--- config.mk ---
export PLATFORM = sky130hd
export DESIGN_NAME = mem_arbiter
export DESIGN_NICKNAME = d
export VERILOG_FILES = /design/src/rtl/mem_arb_pkg.sv /design/src/rtl/rr_arb2.sv /design/src/rtl/mem_arbiter.sv
export SDC_FILE = /design/constraint.sdc
export NUM_CORES = 1
export LEC_CHECK = 0
export CORE_MARGIN = 3
export CORE_UTILIZATION = 43
export CTS_CLUSTER_SIZE = 10
export DETAILED_ROUTE_END_ITERATION = 10
export GPL_ROUTABILITY_DRIVEN = 1
export PLACE_DENSITY = 0.87
export SLEW_MARGIN = 20
export SYNTH_ARGS = -nofsm -noshare
export SYNTH_HDL_FRONTEND = slang
export SYNTH_HIERARCHICAL = 1
export SYNTH_SLANG_ARGS = --single-unit
--- constraint.sdc ---
create_clock -name clk -period 12.8 [get_ports clk]
set_input_delay 2.56 -clock clk [delete_from_list [all_inputs] [get_ports clk]]
set_output_delay 2.56 -clock clk [all_outputs]
set_load 0.02 [all_outputs]
--- src/rtl/mem_arb_pkg.sv ---
// Shared types and helpers for the two-port unified-memory arbiter.
package mem_arb_pkg;

  typedef enum logic [1:0] {
    ST_IDLE   = 2'd0,
    ST_ACCESS = 2'd1,
    ST_DONE   = 2'd2
  } state_e;

  localparam logic PORT_CPU = 1'b0;
  localparam logic PORT_DMA = 1'b1;

  localparam int unsigned DATA_W = 32;
  localparam int unsigned TMO_W  = 8;

  // Request payload presented by either requester.
  typedef struct packed {
    logic              we;
    logic [DATA_W-1:0] addr;
    logic [DATA_W-1:0] wdata;
  } req_t;

  // Misaligned byte address, or bits above the word-address range set.
  function automatic logic addr_bad(input logic [DATA_W-1:0] addr,
                                    input int unsigned       addr_w);
    logic [DATA_W-1:0] hi;
    hi = addr >> (addr_w + 32'd2);
    return (addr[1:0] != 2'b00) || (hi != '0);
  endfunction

endpackage

--- src/rtl/rr_arb2.sv ---
// Two-way round-robin picker: a lone requester wins, a tie goes to the port that did not win last.
module rr_arb2 (
  input  logic req_c,
  input  logic req_d,
  input  logic last,
  output logic valid,
  output logic winner
);

  always_comb begin
    valid  = req_c | req_d;
    winner = (req_c & req_d) ? ~last : req_d;
  end

endmodule

--- src/rtl/mem_arbiter.sv ---
// Arbitrates the CPU fetch/load-store port and the loader/DMA port onto one
// single-port memory with wait states, a response timeout and a CPU stall.
module mem_arbiter
  import mem_arb_pkg::*;
#(
  parameter int unsigned ADDR_W  = 10,
  parameter int unsigned TIMEOUT = 15
) (
  input  logic              clk,
  input  logic              rst,
  input  logic              cpu_req,
  input  logic              cpu_we,
  input  logic [31:0]       cpu_addr,
  input  logic [31:0]       cpu_wdata,
  output logic [31:0]       cpu_rdata,
  output logic              cpu_ack,
  output logic              cpu_err,
  output logic              cpu_stall,
  input  logic              dma_req,
  input  logic              dma_we,
  input  logic [31:0]       dma_addr,
  input  logic [31:0]       dma_wdata,
  output logic [31:0]       dma_rdata,
  output logic              dma_ack,
  output logic              dma_err,
  output logic              mem_en,
  output logic              mem_we,
  output logic [ADDR_W-1:0] mem_addr,
  output logic [31:0]       mem_wdata,
  input  logic [31:0]       mem_rdata,
  input  logic              mem_rdy,
  output logic              grant
);

  state_e state_q, state_d;

  logic              last_grant_q, last_grant_d;
  logic              grant_q, grant_d;
  logic              mem_en_q, mem_en_d;
  logic              mem_we_q, mem_we_d;
  logic [ADDR_W-1:0] mem_addr_q, mem_addr_d;
  logic [31:0]       mem_wdata_q, mem_wdata_d;
  logic [TMO_W-1:0]  cnt_q, cnt_d;
  logic [31:0]       cpu_rdata_q, cpu_rdata_d;
  logic [31:0]       dma_rdata_q, dma_rdata_d;
  logic              cpu_ack_q, cpu_ack_d;
  logic              cpu_err_q, cpu_err_d;
  logic              dma_ack_q, dma_ack_d;
  logic              dma_err_q, dma_err_d;

  logic arb_valid;
  logic arb_winner;
  req_t cpu_pl;
  req_t dma_pl;
  req_t sel_pl;
  logic sel_bad;

  rr_arb2 u_rr (
    .req_c  (cpu_req),
    .req_d  (dma_req),
    .last   (last_grant_q),
    .valid  (arb_valid),
    .winner (arb_winner)
  );

  // Winner's payload and its address check, used only in IDLE.
  always_comb begin
    cpu_pl  = '{we: cpu_we, addr: cpu_addr, wdata: cpu_wdata};
    dma_pl  = '{we: dma_we, addr: dma_addr, wdata: dma_wdata};
    sel_pl  = (arb_winner == PORT_DMA) ? dma_pl : cpu_pl;
    sel_bad = addr_bad(sel_pl.addr, ADDR_W);
  end

  always_comb begin
    state_d      = state_q;
    last_grant_d = last_grant_q;
    grant_d      = grant_q;
    mem_en_d     = mem_en_q;
    mem_we_d     = mem_we_q;
    mem_addr_d   = mem_addr_q;
    mem_wdata_d  = mem_wdata_q;
    cnt_d        = cnt_q;
    cpu_rdata_d  = cpu_rdata_q;
    dma_rdata_d  = dma_rdata_q;
    cpu_ack_d    = 1'b0;
    cpu_err_d    = 1'b0;
    dma_ack_d    = 1'b0;
    dma_err_d    = 1'b0;

    unique case (state_q)
      ST_IDLE: begin
        if (arb_valid) begin
          grant_d      = arb_winner;
          last_grant_d = arb_winner;
          mem_addr_d   = sel_pl.addr[ADDR_W+1:2];
          mem_wdata_d  = sel_pl.wdata;
          cnt_d        = '0;
          if (sel_bad) begin
            // Rejected without touching memory; complete next cycle.
            state_d = ST_DONE;
            if (arb_winner == PORT_DMA) begin
              dma_ack_d = 1'b1;
              dma_err_d = 1'b1;
            end else begin
              cpu_ack_d = 1'b1;
              cpu_err_d = 1'b1;
            end
          end else begin
            state_d  = ST_ACCESS;
            mem_en_d = 1'b1;
            mem_we_d = sel_pl.we;
          end
        end
      end

      ST_ACCESS: begin
        if (mem_rdy) begin
          state_d  = ST_DONE;
          mem_en_d = 1'b0;
          mem_we_d = 1'b0;
          if (grant_q == PORT_DMA) begin
            dma_ack_d = 1'b1;
            if (!mem_we_q) dma_rdata_d = mem_rdata;
          end else begin
            cpu_ack_d = 1'b1;
            if (!mem_we_q) cpu_rdata_d = mem_rdata;
          end
        end else if (cnt_q == TMO_W'(TIMEOUT - 32'd1)) begin
          // Memory never answered: give up with an error completion.
          state_d  = ST_DONE;
          mem_en_d = 1'b0;
          mem_we_d = 1'b0;
          if (grant_q == PORT_DMA) begin
            dma_ack_d = 1'b1;
            dma_err_d = 1'b1;
          end else begin
            cpu_ack_d = 1'b1;
            cpu_err_d = 1'b1;
          end
        end else begin
          cnt_d = cnt_q + TMO_W'(1);
        end
      end

      ST_DONE: begin
        state_d = ST_IDLE;
      end

      default: begin
        state_d  = ST_IDLE;
        mem_en_d = 1'b0;
        mem_we_d = 1'b0;
      end
    endcase
  end

  always_ff @(posedge clk or posedge rst) begin
    if (rst) begin
      state_q      <= ST_IDLE;
      last_grant_q <= PORT_DMA;
      grant_q      <= PORT_CPU;
      mem_en_q     <= 1'b0;
      mem_we_q     <= 1'b0;
      mem_addr_q   <= '0;
      mem_wdata_q  <= '0;
      cnt_q        <= '0;
      cpu_rdata_q  <= '0;
      dma_rdata_q  <= '0;
      cpu_ack_q    <= 1'b0;
      cpu_err_q    <= 1'b0;
      dma_ack_q    <= 1'b0;
      dma_err_q    <= 1'b0;
    end else begin
      state_q      <= state_d;
      last_grant_q <= last_grant_d;
      grant_q      <= grant_d;
      mem_en_q     <= mem_en_d;
      mem_we_q     <= mem_we_d;
      mem_addr_q   <= mem_addr_d;
      mem_wdata_q  <= mem_wdata_d;
      cnt_q        <= cnt_d;
      cpu_rdata_q  <= cpu_rdata_d;
      dma_rdata_q  <= dma_rdata_d;
      cpu_ack_q    <= cpu_ack_d;
      cpu_err_q    <= cpu_err_d;
      dma_ack_q    <= dma_ack_d;
      dma_err_q    <= dma_err_d;
    end
  end

  assign cpu_rdata = cpu_rdata_q;
  assign cpu_ack   = cpu_ack_q;
  assign cpu_err   = cpu_err_q;
  assign dma_rdata = dma_rdata_q;
  assign dma_ack   = dma_ack_q;
  assign dma_err   = dma_err_q;
  assign mem_en    = mem_en_q;
  assign mem_we    = mem_we_q;
  assign mem_addr  = mem_addr_q;
  assign mem_wdata = mem_wdata_q;
  assign grant     = grant_q;

  // Holds the controller off PCWr/IRWr until its own completion pulse.
  assign cpu_stall = cpu_req & ~cpu_ack_q;

endmodule

### Drive-strength map

Bar = 20 µm.
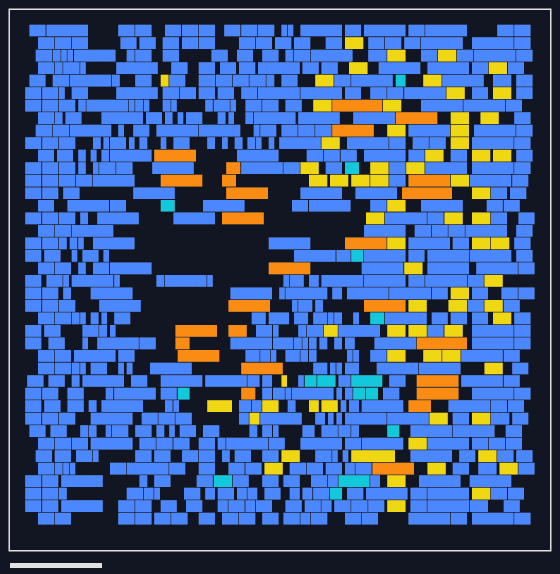
[drive 1 or less] blue | cells: 614 | share: 85%
[drive 2] yellow | cells: 70 | share: 9.7%
[drive 6 and up] orange | cells: 26 | share: 3.6%
[drive 3 to 4] cyan | cells: 15 | share: 2.1%
number of non-clock buffers in the layout: 285
area grow syn2layout: 67.28%
final instance area: 8916 µm²
Worst Setup Slack, final: 6.348 ns

### Clock network drawn from the DEF

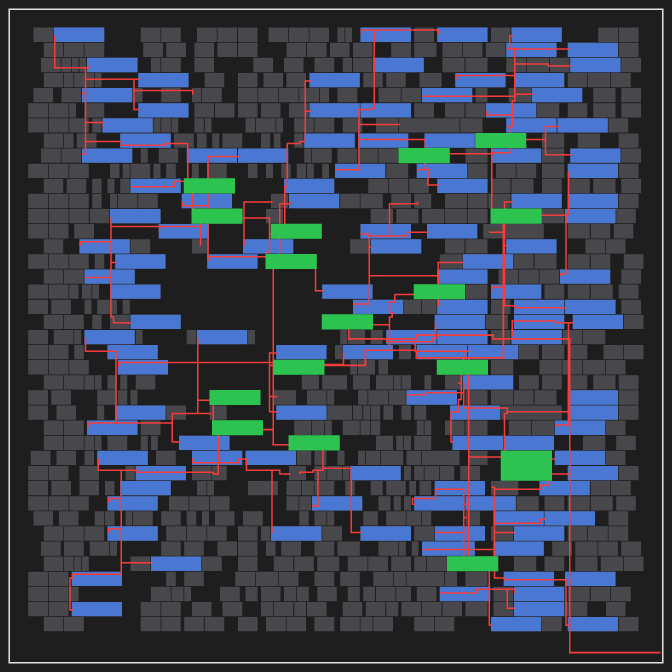
[cells driving clock nets] green | count: 17
[flip-flops] blue | count: 124
[clock wires] red | length: 1540 µm
flops lie: spread over the die
routed clock nets: 18

==> out/metrics.yaml <==
yosys_warnings: 6
io_pins: 281
postSynthAreaPerCell_um2: 12.40
top_area_share_pct: 57.75
adder_share_pct: 0.4695
yosysTopAreaCell: "dfrtp_1"
p_leak_nw: 3.885
hp-class: "reg -> reg"
common_cells: "dfrtp_1, mux2_2, nand2_1, o21ai_0, mux2i_1"
h-tree-depth: 4
root_buffer: "clkbuf_16"
crit_arrival_ns: 3.89
design_power_total_mw: 1.234
status: "complete, no violations"
ctsResizeCount: 0
drtIter0Drc: 212
pre_cts_slack_ns: 6.353
final_cell_mix: "clkdlybuf4s50_1, dfrtp_1, mux2_2"
met1_usage_pct: 26.12
final_core_utilization_pct: 73.92
fp_nets: 599
xor_share_pct: 0.8216
n_fill_cell: 796
ys_area_um2: 5330
clock_skew_ns: 0.006001
grt_pass1_vias: 4838
final_cells: 893
wl_per_cell_um: 17.41
peakVddDrop_mv: 0.07471
hold_viol_final: 0
cts_setup_buffers: 0
netlist_logic_family_top: "multiplexers"
power_frac_clock_pct: 40.4
max_slew_margin_pct: 38.02
mostFrequentLayoutCell: "clkdlybuf4s50_1"
### M4 wires

Bar = 20 µm.
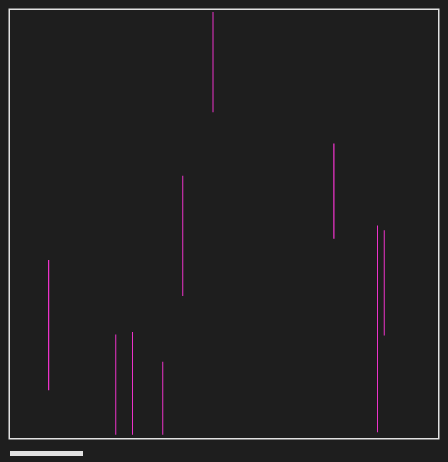
main direction: vertical
longest straight run: 56.4 µm
nets with wire on the layer: 8

-- per-layer routing --
metal | vias to the layer above | wire (µm)
li1 | 2097 | -
met4 | 0 | 280
met1 | 2147 | 6003
met3 | 20 | 1244
met2 | 211 | 8019
met5 | - | 0
-- final timing paths --
path	start	end	depth (start not counted)	slack [ns]
min reg2reg	mem_wdata[3]$_DFFE_PP0P_	mem_wdata[3]$_DFFE_PP0P_	2	0.48
max	cpu_req	cpu_stall	3	6.35
max in group asynchronous	rst	mem_addr[8]$_DFFE_PP0P_	3	8.85
min	mem_wdata[3]$_DFFE_PP0P_	mem_wdata[3]$_DFFE_PP0P_	2	0.48
min in group asynchronous	rst	cpu_rdata[1]$_DFFE_PP0P_	2	2.59
max reg2reg	last_grant_q$_DFFE_PP1P_	cpu_err$_DFF_PP0_	6	10.70
-- area by class of cell --
| class | instances | area, µm² | area share [%] |
|---|---|---|---|
| Multi-Input combinational cell | 280 | 2122 | 23.80 |
| Clock inverter | 14 | 182.7 | 2.049 |
| Inverter | 4 | 17.52 | 0.1965 |
| Timing Repair Buffer | 285 | 2840 | 31.86 |
| Tap cell | 168 | 210.2 | 2.358 |
| Clock buffer | 18 | 439.2 | 4.926 |
| Sequential cell | 124 | 3104 | 34.82 |
-- power by group through the flow --
| stage | Clock, mW | Sequential [mW] | Combinational (mW) |
|---|---|---|---|
| CTS | 0.506 | 0.461 | 0.278 |
| global placement | 0 | 0.463 | 0.270 |
| floorplan | 0 | 0.514 | 0.0665 |
| global route | 0.526 | 0.466 | 0.293 |
| finish | 0.499 | 0.460 | 0.275 |
| detailed placement | 0 | 0.466 | 0.277 |
-- critical path, stage by stage --
cell	delay (ns)
clkdlybuf4s50_1	0.53
nor2b_1	0.17
clkdlybuf4s50_1	0.63
Power figures rest on the tool's default switching activity, not on a simulated workload.
